==> config.mk <==
export PLATFORM = sky130hd
export DESIGN_NAME = top_k_sorter
export DESIGN_NICKNAME = d
export VERILOG_FILES = /design/src/rtl/top_k_sorter.sv
export SDC_FILE = /design/constraint.sdc
export NUM_CORES = 1
export LEC_CHECK = 0
export CAP_MARGIN = 5
export CORE_UTILIZATION = 35
export DETAILED_ROUTE_END_ITERATION = 8
export DONT_BUFFER_PORTS = 1
export PLACE_DENSITY = 0.55
export SETUP_SLACK_MARGIN = 0.4
export SKIP_LAST_GASP = 1
export SYNTH_ARGS = -nofsm -noshare
export SYNTH_HDL_FRONTEND = slang
export SYNTH_SLANG_ARGS = --single-unit
==> constraint.sdc <==
create_clock -name clk -period 10.1 [get_ports clk]
set_clock_uncertainty 0.05 [all_clocks]
set_input_delay 2.525 -clock clk [delete_from_list [all_inputs] [get_ports clk]]
set_output_delay 2.525 -clock clk [all_outputs]
set_load 0.02 [all_outputs]
==> src/rtl/top_k_sorter.sv <==
// top_k_sorter: keeps the K largest values of each packet in a sorted
// register array and emits them in descending order after the tlast word.
module top_k_sorter #(
  parameter int K      = 8,
  parameter int DATA_W = 32
) (
  input  logic              clk,
  input  logic              rst,
  input  logic [DATA_W:0]   s_TDATA,
  input  logic              s_TVALID,
  output logic              s_TREADY,
  output logic [DATA_W:0]   m_TDATA,
  output logic              m_TVALID,
  input  logic              m_TREADY,
  output logic              busy
);

  // Handshakes: a word moves on a channel only in a cycle where both VALID and
  // READY are high at posedge clk; a VALID source holds its data until then.

  localparam int IW = (K > 1) ? $clog2(K) : 1;

  typedef enum logic {ACCUM, EMIT} state_t;

  state_t              state_q, state_d;
  logic                s_tready_q, s_tready_d;
  logic                m_tvalid_q, m_tvalid_d;
  logic [DATA_W:0]     m_tdata_q, m_tdata_d;
  logic                busy_q, busy_d;
  logic [IW-1:0]       idx_q, idx_d;
  logic [DATA_W-1:0]   val_q [K];
  logic [DATA_W-1:0]   val_d [K];
  logic                vld_q [K];
  logic                vld_d [K];

  logic [DATA_W-1:0]   in_val;
  logic                in_last;
  logic                take;
  logic                gt      [K];
  logic                prev_gt [K];
  logic [DATA_W-1:0]   ins_val [K];
  logic                ins_vld [K];
  logic                last_at [K];
  logic [IW-1:0]       nxt;
  logic [DATA_W-1:0]   nxt_val;
  logic                nxt_last;

  assign s_TREADY = s_tready_q;
  assign m_TVALID = m_tvalid_q;
  assign m_TDATA  = m_tdata_q;
  assign busy     = busy_q;

  // Next-state logic: parallel compare/shift insertion in ACCUM, indexed readout in EMIT.
  always_comb begin
    state_d    = state_q;
    s_tready_d = s_tready_q;
    m_tvalid_d = m_tvalid_q;
    m_tdata_d  = m_tdata_q;
    busy_d     = busy_q;
    idx_d      = idx_q;
    for (int i = 0; i < K; i++) begin
      val_d[i] = val_q[i];
      vld_d[i] = vld_q[i];
    end

    in_val  = s_TDATA[DATA_W-1:0];
    in_last = s_TDATA[DATA_W];
    take    = (state_q == ACCUM) && s_tready_q && s_TVALID;

    // gt[i] is monotone (0..0 1..1) because valid entries are sorted and
    // contiguous; the insertion point is its first set bit. Using strict '<'
    // places a new value after existing equal ones.
    for (int i = 0; i < K; i++) gt[i] = !vld_q[i] || (val_q[i] < in_val);
    prev_gt[0] = 1'b0;
    for (int i = 1; i < K; i++) prev_gt[i] = gt[i-1];

    for (int i = 0; i < K; i++) begin
      ins_val[i] = val_q[i];
      ins_vld[i] = vld_q[i];
      if (gt[i] && !prev_gt[i]) begin
        ins_val[i] = in_val;
        ins_vld[i] = 1'b1;
      end
    end
    for (int i = 1; i < K; i++) begin
      if (gt[i] && prev_gt[i]) begin
        ins_val[i] = val_q[i-1];
        ins_vld[i] = vld_q[i-1];
      end
    end

    // An entry is the final result when it is the last slot or its successor is empty.
    for (int i = 0; i < K - 1; i++) last_at[i] = !vld_q[i+1];
    last_at[K-1] = 1'b1;

    nxt      = idx_q + 1'b1;
    nxt_val  = '0;
    nxt_last = 1'b1;
    for (int i = 0; i < K; i++) begin
      if (IW'(i) == nxt) begin
        nxt_val  = val_q[i];
        nxt_last = last_at[i];
      end
    end

    if (state_q == ACCUM) begin
      if (take) begin
        busy_d = 1'b1;
        for (int i = 0; i < K; i++) begin
          val_d[i] = ins_val[i];
          vld_d[i] = ins_vld[i];
        end
        if (in_last) begin
          // Entry 0 is always valid after any insert, so the first result is ready now.
          state_d    = EMIT;
          s_tready_d = 1'b0;
          m_tvalid_d = 1'b1;
          idx_d      = '0;
          m_tdata_d  = {!ins_vld[1], ins_val[0]};
        end
      end
    end else begin
      if (m_tvalid_q && m_TREADY) begin
        if (m_tdata_q[DATA_W]) begin
          state_d    = ACCUM;
          s_tready_d = 1'b1;
          m_tvalid_d = 1'b0;
          m_tdata_d  = '0;
          busy_d     = 1'b0;
          idx_d      = '0;
          for (int i = 0; i < K; i++) vld_d[i] = 1'b0;
        end else begin
          idx_d     = nxt;
          m_tdata_d = {nxt_last, nxt_val};
        end
      end
    end
  end

  // State and output registers with synchronous reset.
  always_ff @(posedge clk) begin
    if (rst) begin
      state_q    <= ACCUM;
      s_tready_q <= 1'b0;
      m_tvalid_q <= 1'b0;
      m_tdata_q  <= '0;
      busy_q     <= 1'b0;
      idx_q      <= '0;
      for (int i = 0; i < K; i++) begin
        val_q[i] <= '0;
        vld_q[i] <= 1'b0;
      end
    end else begin
      state_q    <= state_d;
      s_tready_q <= (state_d == ACCUM) ? s_tready_d | (state_q == ACCUM) : s_tready_d;
      m_tvalid_q <= m_tvalid_d;
      m_tdata_q  <= m_tdata_d;
      busy_q     <= busy_d;
      idx_q      <= idx_d;
      for (int i = 0; i < K; i++) begin
        val_q[i] <= val_d[i];
        vld_q[i] <= vld_d[i];
      end
    end
  end

endmodule
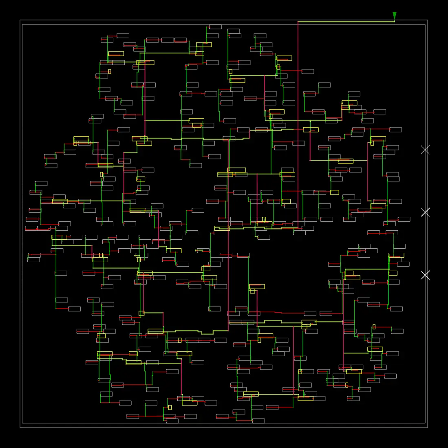
(run_1/final_clocks.png)
seq_cells: 304
clock sinks: 304

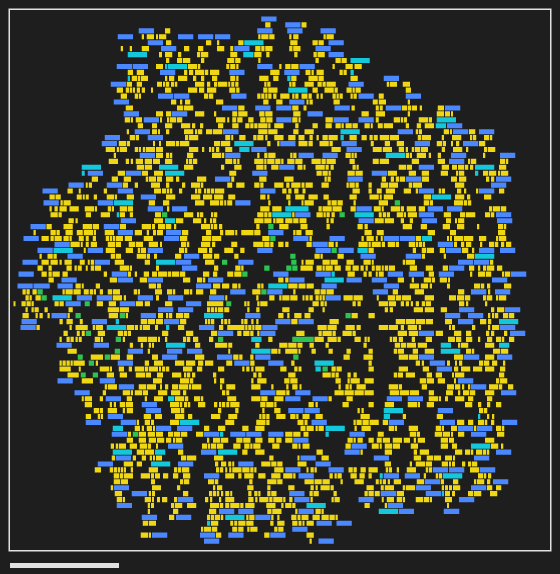
(run_1/cell_classes.png)
Scale bar: 50 um.
- other buffers and delay cells: green (cells 34)
- all other logic: yellow (cells 1,921)
- clock drivers and dummy loads: cyan (cells 73)
- flops: blue (cells 304)

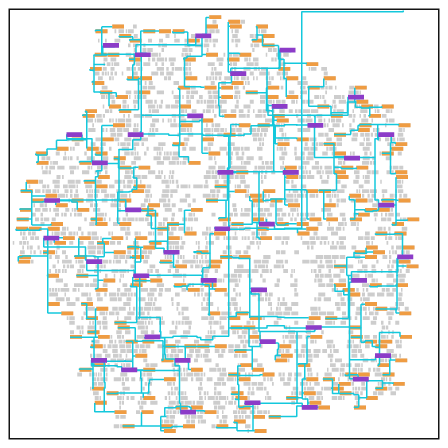
(run_1/clock_map.png)
- cells driving clock nets: purple (count 40)
- clock wires: cyan (length 5,250 um)
- flip-flops: orange (count 304)
- flops lie: widely spread

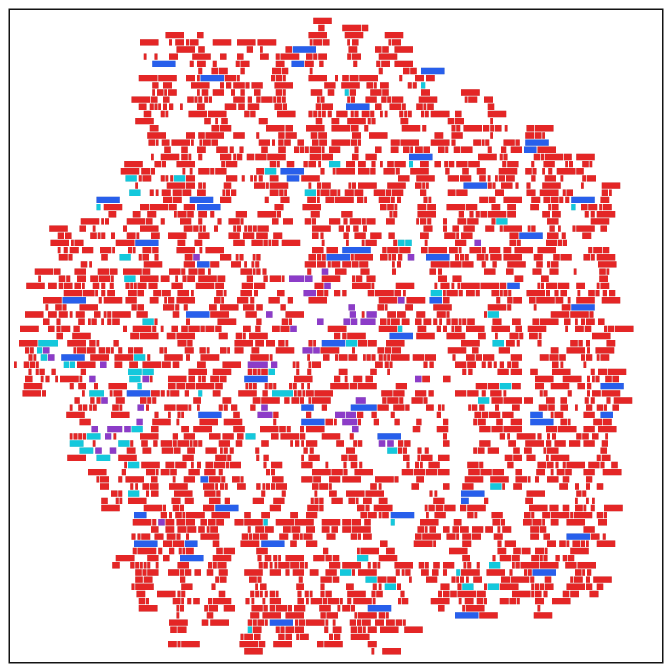
(run_1/drive_strength.png)
- drive 2: cyan (cells 60; share 2.6%)
- drive 3 to 4: purple (cells 47; share 2.0%)
- drive 1 or less: red (cells 2,169; share 93%)
- drive 6 and up: blue (cells 56; share 2.4%)

==> results.json, run 1 <==
{
  "leakage_nw": 9.16,
  "drcViolationCount": 6,
  "post_cts_buffers": 0,
  "postSynthCellCount": 2426,
  "post_cts_resized": 0,
  "row_count": 89,
  "r2r-end": "val_q[0][27]",
  "min_to": "val_q[0][64]",
  "warning_count": 32,
  "n_fill_cell": 5955,
  "numSynthFlops": 304,
  "min-delay-start": "val_q[0][64]",
  "htree_levels": 2,
  "io_buffers": 0,
  "antenna_cells": 0,
  "startpoint": "s_TDATA[9]",
  "crit_arrival_ns": 6.44,
  "initCoreUtil_pct": 35.6,
  "worst_setup_path_end_kind": "register",
  "grt_max_degree": 238,
  "hold_depth": 1,
  "power.density_nw_per_um2": 147,
  "yosysTopAreaCell": "dfxtp_1",
  "final_hold_viol_count": 0,
  "layout_min_cycle_time_ns": 6.03,
  "finalMaxSlewViolations": 0,
  "grt_setup_unrepaired": "false",
  "r2r_start": "val_q[0][9]",
  "maxCapViolCount": 0,
  "cts_tree": "done",
  "flop_cell": "dfxtp_1",
  "grt_overflow_total": 0,
  "top_area_share_pct": 28.8,
  "cts.path.max_buffers": 3,
  "ir_worst_vdd_uv": 114,
  "reg2reg_slack_ns": 5.99,
  "failed_checks": "design-rule violations",
  "die-area_sq_um": 61300,
  "critPathKind": "input pin to register",
  "gr-usage-met1_pct": 36.9,
  "grt_pass1_vias": 18619,
  "grt_pass1_wl_um": 123000,
  "yosys_area_sq_um": 21100,
  "syn_nets": 2716,
  "edf_count": 0,
  "clkLatencyLatePin_ns": 0.58,
  "yosysCellCount": 2426,
  "synth.avg_cell_area_sq_um": 8.70,
  "status": "complete, but fails checks",
  "core_sq_um": 59200,
  "avgRoutedWirePerCell_um": 26.8,
  "drtAntennaViolNets": 0,
  "drt_iter0_markers": 2071,
  "cts_buffers": 40,
  "vias_per_cell": 6.20,
  "timing.fmax_mhz": 166,
  "regArea_sq_um": 6090,
  "busiest_layer": "met2",
  "detailed_place_hpwl_um": 54500,
  "area_leaders": "dfxtp_1, ha_1, mux2i_1",
  "grt_use_total_pct": 26.9,
  "routed_wl_um": 83100,
  "slew_headroom_pct": 13.5,
  "r2r_cells": 10,
  "cp_max_fo": 12,
  "setup_tns_ns": 0,
  "tightest_slew_ns": 1.29,
  "drt_first_pass_iters": 9,
  "ys_async_sr_fraction_pct": 0,
  "hold_buffers": 0,
  "use_met3_pct": 6.28,
  "die_w_um": 248,
  "power_mw": 3.36,
  "pin_count": 73,
  "num_vias": 19255,
  "clk_pin_slew_worst_paths_ns": 0.06,
  "synth_warnings": 0,
  "die_y_um": 248
}
run 1: state kept, by name, indices dropped and copies added (netlist names):
name,flops
busy,1
idx_q,3
m_TDATA,33
m_TVALID,1
s_TREADY,1
state_q,1
val_q,256
vld_q,8
run 1: placed cells by master, fill, tap and decap left out, drive strengths merged, types with 36 or more instances in the layout:
cell type / synthesis / final
mux2i: 257 / 257
nor3: 47 / 47
a211oi: 169 / 169
o21ai: 121 / 121
o21a: 41 / 41
a21oi: 206 / 206
dfxtp: 304 / 304
nor3b: 36 / 36
o2bb2ai: 67 / 67
ha: 253 / 253
inv: 41 / 43
a221oi: 37 / 37
nand2: 133 / 133
nor2: 246 / 246
clkbuf: 139 / 57
run 1: where the power goes:
part / total [mW] / leakage, nW / switching (mW) / internal, mW
Sequential: 1.40 / 2.49 / 0.120 / 1.28
Clock: 1.45 / 0.661 / 0.605 / 0.850
Combinational: 0.508 / 6.01 / 0.312 / 0.196
run 1: layer usage:
metal | vias up | part of all wire (%)
li1 | 8911 | -
met1 | 9320 | 44
met2 | 851 | 43
met3 | 173 | 8.9
met4 | 0 | 4.1
met5 | - | 0
run 1: cell usage after synthesis, drive strengths merged, types with 41 or more instances:
cell     instances
inv             41
ha             253
o21a            41
buf             62
nor3            47
o2bb2ai         67
nand2          133
nor2           246
a211oi         169
o21ai          121
mux2i          257
dfxtp          304
clkbuf         139
a21oi          206
run 1: worst max-delay path by stage:
| stage | to | slack [ns] | cells past startpoint |
|---|---|---|---|
| detailed placement | val_q[0][30] | 3.56 | 11 |
| finish | val_q[0][27] | 4.07 | 11 |
| CTS | val_q[0][25] | 4.15 | 11 |
| global placement | val_q[0][26] | 3.56 | 11 |
| floorplan | val_q[0][118] | 4.77 | 11 |
| global route | val_q[0][28] | 3.73 | 11 |
run 1: kinds of logic after synthesis:
| group | count (synthesis) | share of synthesized area [%] |
|---|---|---|
| compound gates | 768 | 25.4 |
| simple gates | 600 | 13.5 |
| flops | 304 | 28.8 |
| mux | 258 | 12.3 |
| fa+ha+maj | 253 | 15.0 |
| buf+inv | 242 | 4.88 |
| xor+xnor | 1 | 0.0415 |
run 1: stage by stage:
stage,hold WS [ns],std cells,area [sq um],worst slack [ns],utilization [%]
final,0.449,3105,22900,4.07,38.7
after detailed placement,0.437,3032,21600,3.56,36.5
after CTS,0.445,3105,22900,4.15,38.7
after global placement,0.428,3031,21600,3.56,36.4
after global routing,0.468,3105,22900,3.73,38.7
after floorplan,0.391,2426,21100,4.77,-
run 1: cell type report:
type / count / area share, %
Sequential cell: 304 / 26.6
Timing Repair Buffer: 34 / 1.20
Multi-Input combinational cell: 1880 / 61.6
Tap cell: 773 / 4.22
Clock buffer: 57 / 5.22
Clock inverter: 16 / 0.502
Inverter: 41 / 0.672
run 1: worst max-delay path, cell delays in order:
cell,delay [ns]
inv_1,0.34
ha_1,0.33
a21o_1,0.16
nand3_1,0.08
a21oi_1,0.10
a2111oi_0,0.99
a21oi_1,0.26
nor3_4,0.86
buf_4,0.46
mux2i_1,0.23
nor2_1,0.05
==> run 1 -> run 2 <==
==> constraint.sdc (replaced) <==
create_clock -name clk -period 5.7 [get_ports clk]
set_clock_uncertainty 0.05 [all_clocks]
set_input_delay 1.425 -clock clk [delete_from_list [all_inputs] [get_ports clk]]
set_output_delay 1.425 -clock clk [all_outputs]
set_load 0.02 [all_outputs]
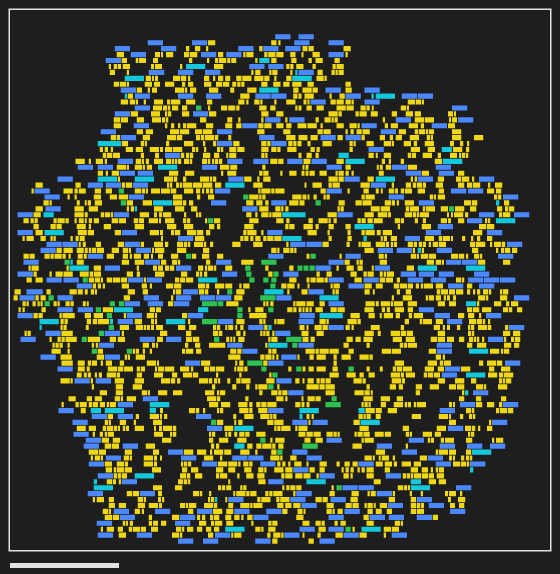
(run_2/cell_classes.png)
Scale bar: 50 um.
- flops: blue (cells 304)
- clock drivers and dummy loads: cyan (cells 71)
- all other logic: yellow (cells 1,921)
- other buffers and delay cells: green (cells 58)

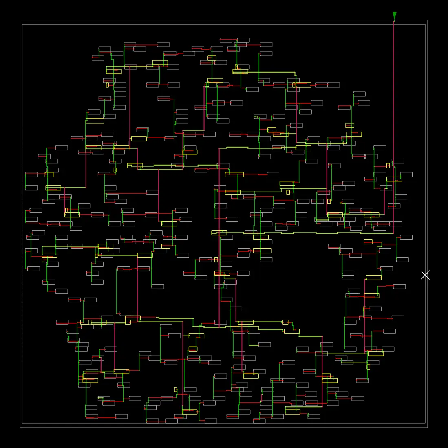
(run_2/final_clocks.png)
Skew-Pair Late Insertion Delay: 0.58 ns
clk_buf instances: 57

==> results.json, run 2 <==
{
  "clk_pin_slew_worst_paths_ns": 0.06,
  "hold_buffers": 0,
  "core_sq_um": 59200,
  "vias_per_cell": 6.26,
  "most_common_cell": "dfxtp_1",
  "initCoreUtil_pct": 35.6,
  "die_w_um": 248,
  "final_cell_mix": "dfxtp_1, mux2i_1, ha_1",
  "post_cts_buffers": 0,
  "grt_pass1_wl_um": 126000,
  "flop_cell": "dfxtp_1",
  "cts_sinks": 304,
  "row_count": 89,
  "largest_reg_flops": 256,
  "lay_top_count": "dfxtp_1",
  "status": "complete, but fails checks",
  "warning_count": 32,
  "cp_max_fo": 30,
  "area_leaders": "dfxtp_1, ha_1, mux2i_1",
  "slew_headroom_pct": 24.3,
  "cts_tree": "done",
  "failed_checks": "design-rule violations",
  "syn_nets": 2716,
  "yosysCellCount": 2426,
  "numSynthFlops": 304,
  "grt_max_degree": 238,
  "postSynthCellCount": 2426,
  "tightest_slew_ns": 1.11,
  "antenna_cells": 0,
  "grt_overflow_total": 0,
  "dp_worst_setup_slack_ns": 0.612,
  "grt_pass1_vias": 18598,
  "maxCapViolCount": 0,
  "top_register": "val_q",
  "detailed_place_hpwl_um": 57800,
  "drcViolationCount": 2,
  "finalMaxSlewViolations": 0,
  "n_fill_cell": 5917,
  "ir_worst_vdd_uv": 184,
  "synth.avg_cell_area_sq_um": 8.70,
  "io_buffers": 0,
  "critPathKind": "input pin to register",
  "power.density_nw_per_um2": 260,
  "grt_setup_unrepaired": "false",
  "cts_buffers": 40,
  "yosys_area_sq_um": 21100,
  "die-area_sq_um": 61300,
  "crit_arrival_ns": 5.02,
  "edf_count": 0,
  "top_cells_by_count": "dfxtp_1, mux2i_1, ha_1, nor2_1, a21oi_1",
  "timing.fmax_mhz": 218,
  "grt_use_total_pct": 27.6
}
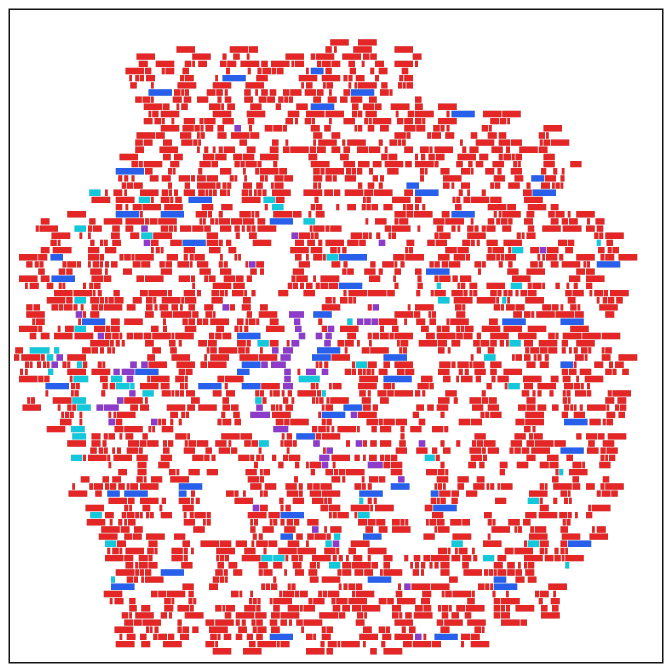
(run_2/drive_strength.png)
- drive 1 or less: red (cells 2,170; share 92%)
- drive 6 and up: blue (cells 63; share 2.7%)
- drive 2: cyan (cells 58; share 2.5%)
- drive 3 to 4: purple (cells 63; share 2.7%)

## run 2: cell counts after synthesis
Identical to the previous run, type by type.
## run 2: final cells by class
class	count	area (sq um)	area share, %
clock buffer	57	1180	5.07
timing repair buffer	58	536	2.31
sequential	304	6090	26.2
clock inverter	14	153	0.658
tap	773	967	4.17
inverter	41	154	0.664
multi-input combinational	1880	14100	60.9
## run 2: path summary, 6_finish.rpt
path / start / end / slack, ns / cells after the start
setup / recovery: s_TDATA[9] / val_q[0][47] / 1.10 / 11
hold / removal: val_q[1][121] / val_q[1][121] / 0.44 / 1
setup reg to reg: val_q[0][9] / val_q[0][47] / 1.82 / 10
hold reg to reg: val_q[1][121] / val_q[1][121] / 0.44 / 1
## run 2: metal layers
metal	part of all wire [%]	track usage (%)	vias up
met3	8.0	5.42	152
met2	43	42.2	848
met5	0	0	-
li1	-	-	8965
met4	3.3	9.27	0
met1	46	38.4	9608
## run 2: cell families after synthesis
family	count (synthesis)	synth area share [%]
AOI/OAI and AO/OA	768	25.4
and+or+nand+nor	600	13.5
DFF	304	28.8
muxes	258	12.3
adders and majority gates	253	15.0
buffers and inverters	242	4.88
xor gates and xnor gates	1	0.0415
## run 2: stage by stage
| stage | instance area [sq um] | hold WS, ns | total power [mW] | std cells |
|---|---|---|---|---|
| final | 23200 | 0.444 | 6.03 | 3127 |
| after global placement | 21900 | 0.428 | 3.40 | 3056 |
| after detailed placement | 21900 | 0.435 | 3.42 | 3056 |
| after floorplan | 21100 | 0.391 | 3.13 | 2426 |
| after global routing | 23200 | 0.470 | 6.25 | 3127 |
| after CTS | 23200 | 0.444 | 6.05 | 3127 |
## run 2: worst max-delay path, cell delays in order
cell and delay (ns):
inv_1 0.33, ha_1 0.33, a21o_1 0.16, nand3_1 0.08, a21oi_1 0.08, a2111oi_0 0.96
a21oi_1 0.29, or2_4 0.58, buf_4 0.35, mux2i_1 0.15, a211oi_1 0.26
## run 2: where the power goes
part	switching [mW]	internal, mW	total, mW
clock network	1.06	1.57	2.63
registers	0.220	2.26	2.48
logic	0.559	0.357	0.916
total	1.84	4.19	6.03
==> run 2 -> run 3 <==
--- a/config.mk
+++ b/config.mk
@@ -9,7 +9,7 @@
 export CORE_UTILIZATION = 35
 export DETAILED_ROUTE_END_ITERATION = 8
 export DONT_BUFFER_PORTS = 1
-export PLACE_DENSITY = 0.55
+export PLACE_DENSITY = 0.57
 export SETUP_SLACK_MARGIN = 0.4
 export SKIP_LAST_GASP = 1
 export SYNTH_ARGS = -nofsm -noshare
==> constraint.sdc (replaced) <==
create_clock -name clk -period 4 [get_ports clk]
set_clock_uncertainty 0.05 [all_clocks]
set_input_delay 1 -clock clk [delete_from_list [all_inputs] [get_ports clk]]
set_output_delay 1 -clock clk [all_outputs]
set_load 0.02 [all_outputs]
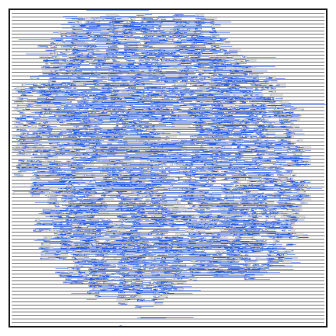
(run_3/met1.png)
Supply wires on this layer in grey.
- longest straight run: 70.8 um
- nets with wire on the layer: 2,560

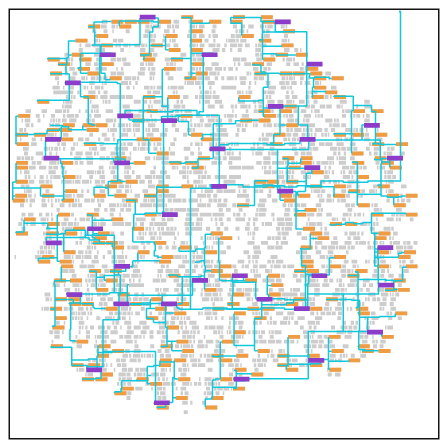
(run_3/clock_map.png)
- clock wires: cyan (length 5,050 um)
- flip-flops: orange (count 304)
- cells driving clock nets: purple (count 38)
- routed clock nets: 39

==> results.json, run 3 <==
{
  "cts_tree": "done",
  "maxCapViolCount": 0,
  "grt_pass1_vias": 18557,
  "grt_use_total_pct": 26.1,
  "postSynthCellCount": 2426,
  "power.density_nw_per_um2": 354,
  "synth.avg_cell_area_sq_um": 8.70,
  "fin_cells": 3184,
  "cpPeakStageDelay_ns": 0.45,
  "n_fill_cell": 5935,
  "yosys.area_share.simple_pct": 13.5,
  "reg2reg_slack_ns": 0.60,
  "crit_arrival_ns": 3.98,
  "cts_buffers": 38,
  "syn_nets": 2716,
  "whs_ns": 0.446,
  "largest_reg_flops": 256,
  "mux_share_pct": 12.3,
  "yosys_area_sq_um": 21100,
  "die_w_um": 248,
  "fin_area_sq_um": 23800,
  "power_mw": 8.44,
  "clkLatencyLatePin_ns": 0.58,
  "clk_pin_slew_worst_paths_ns": 0.06,
  "die-area_sq_um": 61300,
  "ir_worst_vdd_uv": 262,
  "final_cell_mix": "dfxtp_1, mux2i_1, ha_1",
  "core_sq_um": 59200,
  "critical_path.top_delay_family": "AND-OR/OR-AND gates",
  "grt_overflow_total": 0,
  "aoi_share_pct": 25.4,
  "area_leaders": "dfxtp_1, ha_1, mux2i_1",
  "top_register": "val_q",
  "finalMaxSlewViolations": 0,
  "antenna_cells": 0,
  "status": "complete, no violations",
  "synth_xor_xnor_area_share_pct": 0.0415,
  "numSynthFlops": 304
}
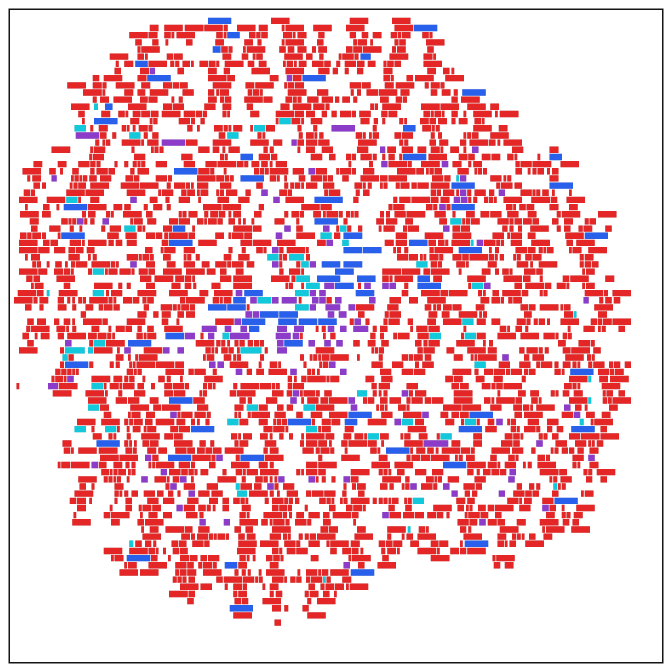
(run_3/drive_strength.png)
- drive 2: cyan (cells 61; share 2.5%)
- drive 1 or less: red (cells 2,146; share 89%)
- drive 6 and up: blue (cells 76; share 3.2%)
- drive 3 to 4: purple (cells 128; share 5.3%)

[run 3: cell counts after synthesis]
No cell type changed its count.
[run 3: cell type report]
cell class	count	area share, %
repair buffers	121	4.87
well taps	773	4.06
multi-input cells	1880	59.4
clock buffers	56	4.96
flip-flops and latches	304	25.5
clock inverters	9	0.325
inverters	41	0.813
[run 3: where the power goes]
group | internal, mW | switching [mW] | leakage (nW)
combinational | 0.562 | 0.799 | 6.49
clock | 2.10 | 1.46 | 0.617
sequential | 3.23 | 0.295 | 2.49
[run 3: path summary, 6_finish.rpt]
| check | start | endpoint | depth (start not counted) |
|---|---|---|---|
| worst max-delay path | s_TDATA[21] | val_q[0][65] | 11 |
| worst min-delay path | rst | val_q[0][97] | 1 |
| worst max register to register | val_q[0][83] | val_q[0][65] | 12 |
| worst min register to register | val_q[0][64] | val_q[0][64] | 1 |
[run 3: per-layer routing]
layer  up-vias  routed length, um  track usage, %
li1       9093                  -               -
met1      9371              36500            36.7
met2       792              35400            40.3
met3        91               6810            5.33
met4         2               1770            6.62
met5         -                 10               0
[run 3: cells by family (layout without fill, tap and decap cells)]
kind of cell,after synthesis,after routing
compound gates,768,768
simple gates,600,600
xor+xnor,1,1
fa+ha+maj,253,253
flops,304,304
buf+inv,242,227
mux,258,258
[run 3: timing repair]
action                     in CTS  in global routing
setup endpoints to repair      32                 34
hold buffers                    0                  0
hold endpoints to repair        0                  0
buffers inserted                0                  0
gates resized                   1                  5
[run 3: through the flow]
step	util, %	worst slack, ns
floorplan	-	0.400
global placement	38.1	-0.403
detailed placement	38.1	-0.377
CTS	40.2	0.444
global route	40.3	0.393
finish	40.3	0.474
Power figures rest on the tool's default switching activity, not on a simulated workload.
